### config.mk
export PLATFORM = sky130hd
export DESIGN_NAME = hex_coord_ctrl_flat
export DESIGN_NICKNAME = d
export VERILOG_FILES = /design/src/rtl/hex_coord_if.sv /design/src/rtl/hex_coord_ctrl.sv /design/src/flat_wrapper.sv
export SDC_FILE = /design/constraint.sdc
export NUM_CORES = 1
export LEC_CHECK = 0
export CAP_MARGIN = 0
export CORE_MARGIN = 1.5
export CORE_UTILIZATION = 49
export DETAILED_ROUTE_END_ITERATION = 8
export PLACE_DENSITY = 0.82
export SYNTH_ARGS = -nofsm -noshare
export SYNTH_HDL_FRONTEND = slang
export SYNTH_SLANG_ARGS = --single-unit
### constraint.sdc
create_clock -name clk_clk -period 2.5 [get_ports clk_clk]
set_clock_uncertainty 0.2 [all_clocks]
set_input_delay 0.5 -clock clk_clk [delete_from_list [all_inputs] [get_ports clk_clk]]
set_output_delay 0.5 -clock clk_clk [all_outputs]
set_load 0.02 [all_outputs]
### src/rtl/hex_coord_if.sv
// Valid/ready request bundle carrying the X and Y coordinate streams into
// the HEX display controller.
interface hex_coord_if #(
    parameter int WIDTH = 10
);
    logic             x_valid;
    logic [WIDTH-1:0] x_data;
    logic             x_ready;
    logic             y_valid;
    logic [WIDTH-1:0] y_data;
    logic             y_ready;

    modport master (
        output x_valid, x_data, y_valid, y_data,
        input  x_ready, y_ready
    );

    modport slave (
        input  x_valid, x_data, y_valid, y_data,
        output x_ready, y_ready
    );
endinterface

### src/rtl/hex_coord_ctrl.sv
// Round-robin X/Y coordinate display: clamp to 999, sequential double-dabble,
// then commit blanked 7-segment digits to the X (hex5..3) or Y (hex2..0) field.
module hex_coord_ctrl #(
    parameter int WIDTH = 10
) (
    input  logic         clk_clk,
    input  logic         reset_reset,
    hex_coord_if.slave   bus,
    output logic         busy,
    output logic [6:0]   to_hex_0_readdata,
    output logic [6:0]   to_hex_1_readdata,
    output logic [6:0]   to_hex_2_readdata,
    output logic [6:0]   to_hex_3_readdata,
    output logic [6:0]   to_hex_4_readdata,
    output logic [6:0]   to_hex_5_readdata
);
    typedef enum logic [1:0] {IDLE, CONV, COMMIT} state_t;

    localparam logic [6:0] SEG_BLANK = 7'h7F;
    localparam logic [6:0] SEG_ZERO  = 7'h40;

    state_t      state_q, state_d;
    logic        last_grant_q, last_grant_d;   // 0 = X, 1 = Y
    logic        target_q, target_d;           // 0 = X field, 1 = Y field
    logic [9:0]  bin_q, bin_d;
    logic [11:0] bcd_q, bcd_d;
    logic [3:0]  cnt_q, cnt_d;
    logic        busy_q, busy_d;
    logic [6:0]  hex_q [6];
    logic [6:0]  hex_d [6];

    logic             grant_x, grant_y;
    logic [WIDTH-1:0] sel_data;
    logic [9:0]       clamped;
    logic [11:0]      bcd_adj;
    logic [6:0]       seg_raw [3];
    logic [6:0]       seg_fin [3];

    function automatic logic [6:0] digit_seg(input logic [3:0] d);
        case (d)
            4'd0:    digit_seg = 7'h40;
            4'd1:    digit_seg = 7'h79;
            4'd2:    digit_seg = 7'h24;
            4'd3:    digit_seg = 7'h30;
            4'd4:    digit_seg = 7'h19;
            4'd5:    digit_seg = 7'h12;
            4'd6:    digit_seg = 7'h02;
            4'd7:    digit_seg = 7'h78;
            4'd8:    digit_seg = 7'h00;
            4'd9:    digit_seg = 7'h10;
            default: digit_seg = SEG_BLANK;
        endcase
    endfunction

    // Ties go to the side that did not win last time.
    assign grant_x = bus.x_valid & (~bus.y_valid | last_grant_q);
    assign grant_y = bus.y_valid & (~bus.x_valid | ~last_grant_q);

    assign bus.x_ready = (state_q == IDLE) & grant_x & ~reset_reset;
    assign bus.y_ready = (state_q == IDLE) & grant_y & ~reset_reset;

    assign sel_data = grant_x ? bus.x_data : bus.y_data;
    assign clamped  = (sel_data > WIDTH'(999)) ? 10'd999 : sel_data[9:0];

    genvar gi;
    generate
        for (gi = 0; gi < 3; gi++) begin : g_digit
            assign bcd_adj[gi*4 +: 4] = (bcd_q[gi*4 +: 4] >= 4'd5) ?
                                        bcd_q[gi*4 +: 4] + 4'd3 : bcd_q[gi*4 +: 4];
            assign seg_raw[gi] = digit_seg(bcd_q[gi*4 +: 4]);
        end
    endgenerate

    assign seg_fin[0] = seg_raw[0];
    assign seg_fin[1] = (bcd_q[11:4] == 8'd0) ? SEG_BLANK : seg_raw[1];
    assign seg_fin[2] = (bcd_q[11:8] == 4'd0) ? SEG_BLANK : seg_raw[2];

    always_comb begin
        state_d      = state_q;
        last_grant_d = last_grant_q;
        target_d     = target_q;
        bin_d        = bin_q;
        bcd_d        = bcd_q;
        cnt_d        = cnt_q;
        for (int i = 0; i < 6; i++) hex_d[i] = hex_q[i];

        case (state_q)
            IDLE: begin
                if (bus.x_ready || bus.y_ready) begin
                    bin_d        = clamped;
                    bcd_d        = 12'd0;
                    cnt_d        = 4'd0;
                    target_d     = grant_y;
                    last_grant_d = grant_y;
                    state_d      = CONV;
                end
            end
            CONV: begin
                bcd_d = {bcd_adj[10:0], bin_q[9]};
                bin_d = {bin_q[8:0], 1'b0};
                cnt_d = cnt_q + 4'd1;
                if (cnt_q == 4'd9) state_d = COMMIT;
            end
            COMMIT: begin
                for (int i = 0; i < 3; i++) begin
                    if (target_q) hex_d[i]     = seg_fin[i];
                    else          hex_d[i + 3] = seg_fin[i];
                end
                state_d = IDLE;
            end
            default: state_d = IDLE;
        endcase

        busy_d = (state_d != IDLE);
    end

    always_ff @(posedge clk_clk) begin
        if (reset_reset) begin
            state_q      <= IDLE;
            last_grant_q <= 1'b1;
            target_q     <= 1'b0;
            bin_q        <= 10'd0;
            bcd_q        <= 12'd0;
            cnt_q        <= 4'd0;
            busy_q       <= 1'b0;
            for (int i = 0; i < 6; i++)
                hex_q[i] <= (i == 0 || i == 3) ? SEG_ZERO : SEG_BLANK;
        end else begin
            state_q      <= state_d;
            last_grant_q <= last_grant_d;
            target_q     <= target_d;
            bin_q        <= bin_d;
            bcd_q        <= bcd_d;
            cnt_q        <= cnt_d;
            busy_q       <= busy_d;
            for (int i = 0; i < 6; i++) hex_q[i] <= hex_d[i];
        end
    end

    assign busy              = busy_q;
    assign to_hex_0_readdata = hex_q[0];
    assign to_hex_1_readdata = hex_q[1];
    assign to_hex_2_readdata = hex_q[2];
    assign to_hex_3_readdata = hex_q[3];
    assign to_hex_4_readdata = hex_q[4];
    assign to_hex_5_readdata = hex_q[5];
endmodule

### src/flat_wrapper.sv
// flat-port wrapper written by rule: the top's interface ports become plain ports
module hex_coord_ctrl_flat 
#(
    parameter int WIDTH = 10
)
  (clk_clk, reset_reset, busy, to_hex_0_readdata, to_hex_1_readdata, to_hex_2_readdata, to_hex_3_readdata, to_hex_4_readdata, to_hex_5_readdata, bus_x_valid, bus_x_data, bus_y_valid, bus_y_data, bus_x_ready, bus_y_ready);
  hex_coord_if #(.WIDTH(WIDTH)) bus_i ();
  input  logic clk_clk;
  input  logic reset_reset;
  output logic busy;
  output logic [6:0] to_hex_0_readdata;
  output logic [6:0] to_hex_1_readdata;
  output logic [6:0] to_hex_2_readdata;
  output logic [6:0] to_hex_3_readdata;
  output logic [6:0] to_hex_4_readdata;
  output logic [6:0] to_hex_5_readdata;
  input wire logic [$bits(bus_i.x_valid)-1:0] bus_x_valid;
  input wire logic [$bits(bus_i.x_data)-1:0] bus_x_data;
  input wire logic [$bits(bus_i.y_valid)-1:0] bus_y_valid;
  input wire logic [$bits(bus_i.y_data)-1:0] bus_y_data;
  output wire logic [$bits(bus_i.x_ready)-1:0] bus_x_ready;
  output wire logic [$bits(bus_i.y_ready)-1:0] bus_y_ready;
  assign bus_i.x_valid = bus_x_valid;
  assign bus_i.x_data = bus_x_data;
  assign bus_i.y_valid = bus_y_valid;
  assign bus_i.y_data = bus_y_data;
  assign bus_x_ready = bus_i.x_ready;
  assign bus_y_ready = bus_i.y_ready;
  hex_coord_ctrl #(.WIDTH(WIDTH)) u_core (.clk_clk(clk_clk), .reset_reset(reset_reset), .bus(bus_i), .busy(busy), .to_hex_0_readdata(to_hex_0_readdata), .to_hex_1_readdata(to_hex_1_readdata), .to_hex_2_readdata(to_hex_2_readdata), .to_hex_3_readdata(to_hex_3_readdata), .to_hex_4_readdata(to_hex_4_readdata), .to_hex_5_readdata(to_hex_5_readdata));
endmodule
Run 1, cells coloured by class:
Scale: 3 px per um.
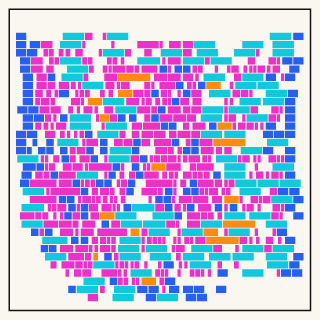
sequential cells: drawn in cyan, cells 94, share of their area 31%. remaining buffers and delay cells: drawn in blue, cells 143, share of their area 20%. combinational and other logic: drawn in magenta, cells 405, share of their area 45%. clock drivers and dummy loads: drawn in orange, cells 16, share of their area 4.3%.
row cnt: 35
Seq/total area: 30.0%
finished layout cell area: 6290 um2
placeable core area: 9150 um2
utilization after layout: 68.8%

Run 1, I/O pins on the die edge:
Scale: 4 px per um. Pins as bars across the die edge, other pins in grey.
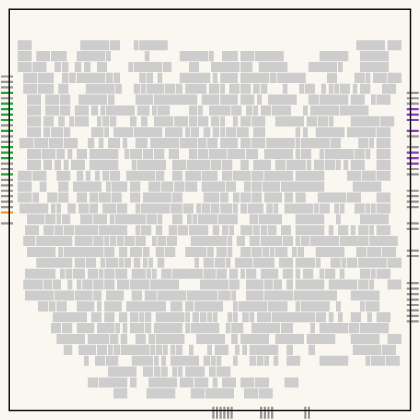
to_hex_2_readdata: drawn in purple, pins 7, direction output, edge right. bus_y_valid: drawn in orange, pins 1, direction input, edge left. bus_y_data: drawn in green, pins 10, direction input, edge left.
All pins by edge: 30 right, 27 left, 12 bottom.
height of the die: 99.9 um
die width: 99.9 um
quantity of I/O buffers inserted on ports: 68

==> results.txt, run 1 <==
This note records the results obtained with Yosys and OpenROAD.

Pwr
IR analysis of the VDD net gives a maximum drop of 299 uV. The leakage power is 2.76 nW. Total power normalized to cell area comes to 502 nW/um2.

The overall power of the completed layout is 3.16 mW.

Finish
The most instantiated logic cell after routing is sky130_fd_sc_hd__dfxtp_1. According to the finish report, the design has a final net count of 700. The fraction of final layout cells sized beyond drive strength 1 is 25.1%.

Relative to the synthesized area, the layout overhead comes to 36.7%. In the layout the commonest cells are sky130_fd_sc_hd__dfxtp_1 (89), sky130_fd_sc_hd__nand2_1 (79), sky130_fd_sc_hd__buf_4 (75), sky130_fd_sc_hd__clkdlybuf4s50_1 (64), sky130_fd_sc_hd__nor2_1 (39). The antenna diode count is 0.

Synthesis
The number of distinct library cells after synthesis is 74. Counting flops with a built-in enable in the synthesized netlist gives 0. The count of mapped cells out of synthesis is 532. The post-synthesis cell area is 4600 um2. For this run, asynchronously set or reset flops after synthesis account for 0%. In this run the mean area of a mapped cell was 8.65 um2. Looking at the cell usage after synthesis, the top flip-flop cell is sky130_fd_sc_hd__dfxtp_1. The Yosys warning count is 0. The synthesis report lists the most area-consuming cells as sky130_fd_sc_hd__dfxtp_1 (41%), sky130_fd_sc_hd__nand2_1 (6.4%), sky130_fd_sc_hd__ha_1 (6.3%). The number of storage elements in the synthesis netlist is 94. The largest total area in the synthesized netlist belongs to sky130_fd_sc_hd__dfxtp_1.

According to the Yosys statistics, the synthesized design has a chip area of 4600 um2. The synthesized netlist was found by Yosys to have 532 cells. Counting every net in the synthesized netlist gives 579. The sequential share of the synthesized area is 40.9%. The fraction of post-synthesis cell area in the top cell type by area is 40.9%.

GRT
The number of antenna violations at the first check in global routing is 0. The maximum number of pins on one net before global-route repair is 36. The met3 capacity usage during global routing is 5.36%.

The first global-routing pass estimated 19,100 um of wire. The number of global-route vias before repair came to 4,186. The busiest layer in global routing is met2.

The routing usage on met2 is 40.7%. Global routing used 29.1% of the available met1 tracks. The total track usage is 23.5%. Summed over all layers, the global routing overflow is 0.

CTS
The maximum clock insertion buffer count is 2. The clock root buffer is sky130_fd_sc_hd__clkbuf_8. The number of hold buffers added after cts is 0. The clock H-tree reported by CTS has 3 levels. The clock transition at the registers of the reported paths is 0.10 ns. According to the CTS report, the clock sink count is 94.

The clock tree from TritonCTS is built.

Timing
Setup repair after global routing could not meet its margin everywhere. The slew at the pin with the worst max-slew slack is 0.707 ns. The tightest hold path in the finished design has a slack of 0.264 ns. The fraction of the cycle the final worst path needs is 100%. The number of hold violations in the final report is 0. Static timing analysis puts the maximum clock frequency at 400 MHz. Summed over all failing endpoints, the final setup total negative slack is 0 ns. The final timing report derives a shortest allowable period of 2.50 ns. Per the finish-stage timing summary, setup violations number 0. Checking max transition, the worst relative margin is 52.3%. Pins over their slew limit in the final report were tallied at 0.

Worst setup path
STA shows the worst reg2reg path with a cell count of 10. Data on the critical path is required at its endpoint by 2.61 ns. The cell that appears most often on the critical path is sky130_fd_sc_hd__a21oi_2. Among all stages on the critical path, the largest delay is contributed by sky130_fd_sc_hd__dfxtp_4. The report shows a maximum critical-path fanout of 4. The worst register-to-register path has a setup slack of 0.001 ns. The number of buffers and inverters on the critical path is 1. The worst path arrival time is 2.61 ns. The report lists the cells along the critical path as inv_4 > ha_4 > nor2b_4 > or3_1 > a21oi_2 > a21oi_2 > or2_1 > ha_1 > nor2b_1 > a21oi_1. The most critical setup path has its endpoint at u_core.seg_raw[8]$_DFF_P_. The worst register-to-register path begins at u_core.bcd_q[0]$_SDFFE_PP0N_. According to the timing report, the critical path is launched from u_core.bcd_q[0]$_SDFFE_PP0N_. The endpoint kind of the worst setup timing path is a flip-flop.

The category of the critical setup timing path is flip-flop to flip-flop. The critical path crosses 10 cells after its start point. The launching element type of the critical path is a flip-flop. The largest delay contributor family on the critical path is simple AND/OR/NAND/NOR gates.

The capturing point of the worst reg2reg path is u_core.seg_raw[8]$_DFF_P_. The worst stage delay on the critical path is 0.40 ns.

Drt
The via-per-instance ratio is 5.71. The total iterations of the first detailed-routing run is 5. After the first detailed-routing iteration, the DRC count stood at 338. After detailed routing, no signal wire sits above met4.

The number of routed nets with antenna violations is 0. The wire length on met2 is 5870 um. The met3 wirelength from detailed routing is 761 um. The post-route DRC violation count is 0. The detailed router reported a total wirelength of 11,900 um. Across all layers, the routed design uses 4,394 vias. For this sky-water flow run, the detailed-routed wirelength per cell is reported as 15.4 um. In the final routing, the length of wire on met1 measures 5030 um.

Floorplanning
The total die area is 9990 um2. Pin placement for this block handled 69 I/O pins. In the floorplan report the effective utilization is 50.3%.

Placement
Once detailed placement completed, the half-perimeter wirelength came to 8440 um. The total cell area at the placement stage is 5830 um2. At the end of routability-driven placement, the weighted congestion stood at 0.927.

Hold path
The number of cells on the worst hold path is listed as 2. The destination of the worst hold path is u_core.bin_q[8]$_SDFFE_PP0N_. The critical hold path startpoint is u_core.bin_q[8]$_SDFFE_PP0N_. The worst min-delay path category is flip-flop to flip-flop.

Run status
The flow ran to the end, and the final reports show no timing, DRC or antenna violations.

Job
Per the run summary, max-cap violations total 0. The total number of warnings across the stage logs is 44.
Run 1, the clock network:
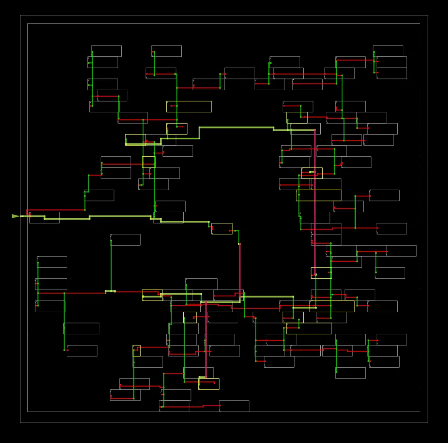
Inserted Clock Buffers: 9
clock latency of the later-clocked register in the worst-skew pair: 0.37 ns

## run 1: cells in the mapped netlist, types with 4 or more instances
| cell | n |
|---|---|
| sky130_fd_sc_hd__a311oi_1 | 4 |
| sky130_fd_sc_hd__o21ai_0 | 14 |
| sky130_fd_sc_hd__buf_2 | 7 |
| sky130_fd_sc_hd__nand3_1 | 11 |
| sky130_fd_sc_hd__mux2_2 | 4 |
| sky130_fd_sc_hd__a211o_1 | 4 |
| sky130_fd_sc_hd__mux2i_1 | 11 |
| sky130_fd_sc_hd__a31oi_1 | 5 |
| sky130_fd_sc_hd__and3_1 | 6 |
| sky130_fd_sc_hd__o211ai_1 | 29 |
| sky130_fd_sc_hd__nor2_1 | 43 |
| sky130_fd_sc_hd__nand2_1 | 79 |
| sky130_fd_sc_hd__a21o_1 | 4 |
| sky130_fd_sc_hd__or3_1 | 5 |
| sky130_fd_sc_hd__a21oi_1 | 36 |
| sky130_fd_sc_hd__a2bb2oi_1 | 4 |
| sky130_fd_sc_hd__and2_1 | 5 |
| sky130_fd_sc_hd__clkbuf_1 | 23 |
| sky130_fd_sc_hd__nor3_1 | 13 |
| sky130_fd_sc_hd__a22oi_1 | 4 |
| sky130_fd_sc_hd__ha_1 | 23 |
| sky130_fd_sc_hd__dfxtp_1 | 94 |
| sky130_fd_sc_hd__nand2b_1 | 6 |
| sky130_fd_sc_hd__inv_1 | 23 |
## run 1: stage by stage
step           worst slack [ns]  cells
2_1_floorplan           0.00357    532
6_report                0.00109    769
3_5_place_dp             -0.363    747
5_1_grt                 -0.0527    769
3_3_place_gp             -0.265    747
4_1_cts                 -0.0303    764
## run 1: logic make-up (layout without fill, tap and decap cells)
kind of cell / count (synthesis) / count (layout) / synth area share (%)
adder cells (fa/ha/maj): 23 / 23 / 6.25
flip-flops: 94 / 94 / 40.9
buffers and inverters: 59 / 185 / 5.16
XOR/XNOR: 3 / 3 / 0.571
multiplexers: 16 / 16 / 3.70
AND-OR/OR-AND: 144 / 144 / 23.6
AND/OR/NAND/NOR: 193 / 193 / 19.9
## run 1: final cells by class
cell class	instances	area (um2)
Multi-Input combinational cell	379	2660
Timing Repair Buffer	143	1230
Clock inverter	7	143
Tap cell	111	139
Sequential cell	94	1890
Inverter	26	103
Clock buffer	9	124
Fill cell	699	2860
## run 1: flip-flops by register name, indices dropped and copies added, names as in the netlist
name / flops
u_core.last_grant_q: 1
u_core.state_q: 2
u_core.bcd_q: 12
u_core.hex_q: 42
u_core.seg_fin: 7
u_core.bin_q: 10
u_core.seg_raw: 14
u_core.target_q: 1
u_core.cnt_q: 4
u_core.busy: 1
## run 1: where the power goes
group          internal [mW]  leakage (nW)  switching [mW]  total (mW)
sequential              1.52         0.764          0.0186        1.54
combinational          0.140          1.86           0.161       0.301
clock                  0.770         0.134           0.546        1.32
total                   2.43          2.76           0.726        3.16
## run 1: what timing repair did
| item | in CTS | in global routing |
|---|---|---|
| buffers inserted | 1 | 5 |
| gates cloned | 0 | 0 |
| hold endpoints to repair | 0 | 0 |
| resized | 9 | 40 |
| endpoints found under the setup margin | 13 | 20 |
| pin swaps | 2 | 12 |
==> inputs of run 2 (changes only) <==
- CORE_MARGIN: 1.5 -> not set
- PLACE_DENSITY: 0.82 -> 0.76
==> run 2 against run 1 <==
Effect of this change: via count shrank 2.0%; synthesized cell count is the same; die size shrank 2.0%; power shrank 6.0%; design area shrank 0.62%; clock power shrank about 10%; worst hold slack lost 0.023 ns; register-to-register slack gained 0.02 ns; first-iteration DRC count shrank 45%; non-clock buffer count shrank 3; sequential cell count is the same; sequential share of layout area grew 0.19 points; critical path type unchanged; largest cell class unchanged; highest routed layer unchanged.
==> results.txt, run 2 <==
This note records the results obtained with Yosys and OpenROAD.

Finish
The register with the most flip-flops in the layout has 42 of them. The fraction of final layout cells sized beyond drive strength 1 is 24.9%. By instance count after routing, the leading logic cell types are sky130_fd_sc_hd__dfxtp_1 (89), sky130_fd_sc_hd__nand2_1 (79), sky130_fd_sc_hd__buf_4 (71), sky130_fd_sc_hd__clkdlybuf4s50_1 (65), sky130_fd_sc_hd__nor2_1 (39). In the final layout, the multi-input gates occupy 2680 um2. Among logic cells in the layout, the one with the most instances is sky130_fd_sc_hd__dfxtp_1. Per the layout area report, the register area comes to 1890 um2. The antenna diode count is 0.

The tally of filler cells in the layout is 700. The post-layout instance area is 6250 um2.

GRT
After global routing the overflow that remains totals 0. The met3 capacity usage during global routing is 3.69%. Global routing consumed, on the met2 layer, 39.8% of the routing resources. The total track usage is 23.3%. The busiest layer in global routing is met2. The maximum number of pins on one net before global-route repair is 36. The met1 routing resource usage after global routing is 29.5%.

Worst setup path
By startpoint and endpoint, the worst setup path is classified as flip-flop to flip-flop. The largest delay contributor family on the critical path is AND-OR/OR-AND gates. For this run, the slowest stage of the critical path takes 0.34 ns. The script reports the combined buffer and inverter count of the critical path as 4. Looking at the critical path, the highest net fanout was 3.

The most repeated library cell on the critical path is sky130_fd_sc_hd__inv_1. The endpoint kind of the worst setup timing path is a flip-flop. The critical-path cell with the highest stage delay is sky130_fd_sc_hd__dfxtp_2.

The launching element type of the critical path is a flip-flop. The critical path goes through inv_1 > ha_1 > nand2b_1 > buf_4 > a41oi_2 > and3_4 > nor2_2 > inv_2 > ha_2 > inv_1 > a222oi_1 > a2bb2oi_1.

Synthesis
The yosys stat chip area is 4600 um2. Per the post-synthesis stats, the area per cell is 8.65 um2. The main flop type after synthesis is sky130_fd_sc_hd__dfxtp_1. Per the synth log, the flip-flop and latch total comes to 94. The sequential share of the synthesized area is 40.9%.

The Yosys warning count is 0. For reference, the top cells by area after synthesis are sky130_fd_sc_hd__dfxtp_1 (41%), sky130_fd_sc_hd__nand2_1 (6.4%), sky130_fd_sc_hd__ha_1 (6.3%). The most common cell in the netlist is sky130_fd_sc_hd__dfxtp_1. The count of mapped cells out of synthesis is 532. Counting flops with a built-in enable in the synthesized netlist gives 0.

The post-synthesis cell area is 4600 um2. After synthesis, the largest area contributor takes up 40.9% of total cell area. Per the post-synthesis report, the nets total 579. The number of cells in the yosys synthesis report is 532. Counting flops with an async set or reset pin after synthesis yields a share of 0%.

Drt
For this block, the via count after detailed routing is 4,308. The total iterations of the first detailed-routing run is 5. The post-route DRC violation count is 0. Using the TritonRoute via totals, the vias-per-cell ratio works out to 5.62. The detailed-route wire length is 11,500 um. The number of routed nets with antenna violations is 0.

Timing
The number of setup violations in the final report is 0. The setup TNS after final layout is 0 ns. Based on the critical path, the design can be clocked at up to 404 MHz. The final timing report lists a hold violation count of 0. Of the available clock period, the critical path in the final layout requires 99.0%. The pin closest to its max-slew limit shows a slew of 0.637 ns.

Floorplanning
The floorplan step set the die height to 98.9 um. After floorplanning, the core was divided into 35 placement rows. The region available for standard cell placement spans 9150 um2. According to the I/O placement log, the pin count is 69. The die boundary width is 98.9 um. The total die area is 9790 um2.

Pwr
The leakage power is 2.70 nW. The final power report lists total power as 2.97 mW. The worst ir drop on vdd is 248 uV.

CTS
The maximum clock insertion buffer count is 2. The number of hold buffers added after cts is 0. TritonCTS built the clock tree. The clock transition at the registers of the reported paths is 0.10 ns. As reported, the later end of the worst-skew pair has a clock insertion delay of 0.37 ns. The number of buffers created by CTS is 9.

The depth of the CTS H-tree is 3.

Run status
The flow ran to the end, and the final reports show no timing, DRC or antenna violations.

Placement
Summing all placed instances gives a cell area of 5840 um2. The placed wire-length estimate after detailed placement is 8260 um.

Job
The total number of warnings across the stage logs is 43.

Hold path
The worst min-delay path category is flip-flop to flip-flop.
[run 2: path summary, 6_finish.rpt]
check | startpoint | to | slack (ns) | depth (start not counted)
max | u_core.bcd_q[9]$_SDFFE_PP0N_ | u_core.seg_raw[4]$_DFF_P_ | 0.02 | 12
max reg2reg | u_core.bcd_q[9]$_SDFFE_PP0N_ | u_core.seg_raw[4]$_DFF_P_ | 0.02 | 12
min | u_core.seg_fin[16]$_DFF_P_ | u_core.hex_q[0][23]$_SDFFE_PP0P_ | 0.24 | 2
min reg2reg | u_core.seg_fin[16]$_DFF_P_ | u_core.hex_q[0][23]$_SDFFE_PP0P_ | 0.24 | 2
[run 2: final cells by class]
cell class	count	share of cell area (%)
clock inverters	6	1.48
well taps	111	2.22
repair buffers	140	19.6
clock buffers	10	2.04
multi-input cells	379	42.8
inverters	26	1.56
flip-flops and latches	94	30.2
[run 2: tightest hold or removal path, cell delays in order, from the launching register on]
cell and delay (ns):
sky130_fd_sc_hd__dfxtp_1 0.32, sky130_fd_sc_hd__nand2_1 0.05, sky130_fd_sc_hd__a21oi_1 0.05
[run 2: cell families after synthesis]
| kind of cell | after synthesis | synth area share (%) |
|---|---|---|
| AND-OR/OR-AND | 144 | 23.6 |
| XOR/XNOR | 3 | 0.571 |
| adder cells (fa/ha/maj) | 23 | 6.25 |
| buffers and inverters | 59 | 5.16 |
| flip-flops | 94 | 40.9 |
| multiplexers | 16 | 3.70 |
| AND/OR/NAND/NOR | 193 | 19.9 |
[run 2: timing repair]
item,CTS,global route
gates resized,11,37
endpoints found under the hold margin,0,0
endpoints found under the setup margin,14,21
buffers inserted,0,3
pin swaps,3,9
[run 2: metal layers]
metal  share of wire (%)  wire, um
met4                 1.6       188
met3                 5.0       577
met1                  45      5130
met2                  49      5570
met5                   0         0
[run 2: report_power, final]
group / switching, mW / leakage, nW / internal, mW / total [mW]
registers: 0.0195 / 0.764 / 1.52 / 1.54
clock network: 0.555 / 0.104 / 0.571 / 1.13
logic: 0.161 / 1.83 / 0.140 / 0.301
total: 0.735 / 2.70 / 2.23 / 2.97
[run 2: metrics by stage]
stage | hold slack (ns) | worst slack (ns) | cells
detailed placement | 0.246 | -0.287 | 747
finish | 0.242 | 0.0249 | 766
global placement | 0.237 | -0.255 | 747
floorplan | 0.232 | 0.00357 | 532
CTS | 0.243 | -0.00753 | 763
global route | 0.253 | -0.0195 | 766
Run 2, placement density heat map:
Scale: 4 px per um. 10 x 10 tiles, from black (low) to pale yellow (high), 0 to 100% covered.
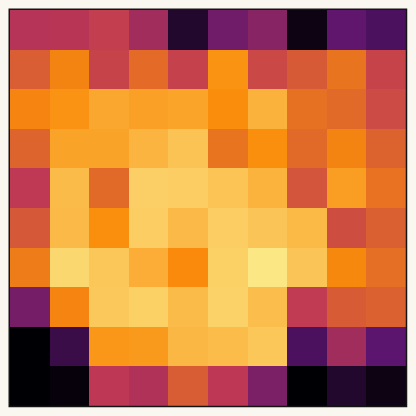
The mean over all tiles is 63%. 4.0% of the tiles are nearly empty. 41% of the tiles are over 75% full.
share of the core filled by cells before placement: 50.3%
utilization after layout: 68.3%

Run 2, the clock network:
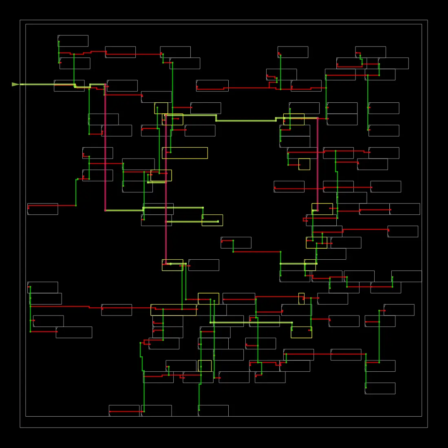
CTS sink cnt: 94
power in the clock group: 1.13 mW
number of clock buffers in the layout: 10
number of flip-flops and latches: 94

No activity file was given, so power comes from the tool's default toggle rates.
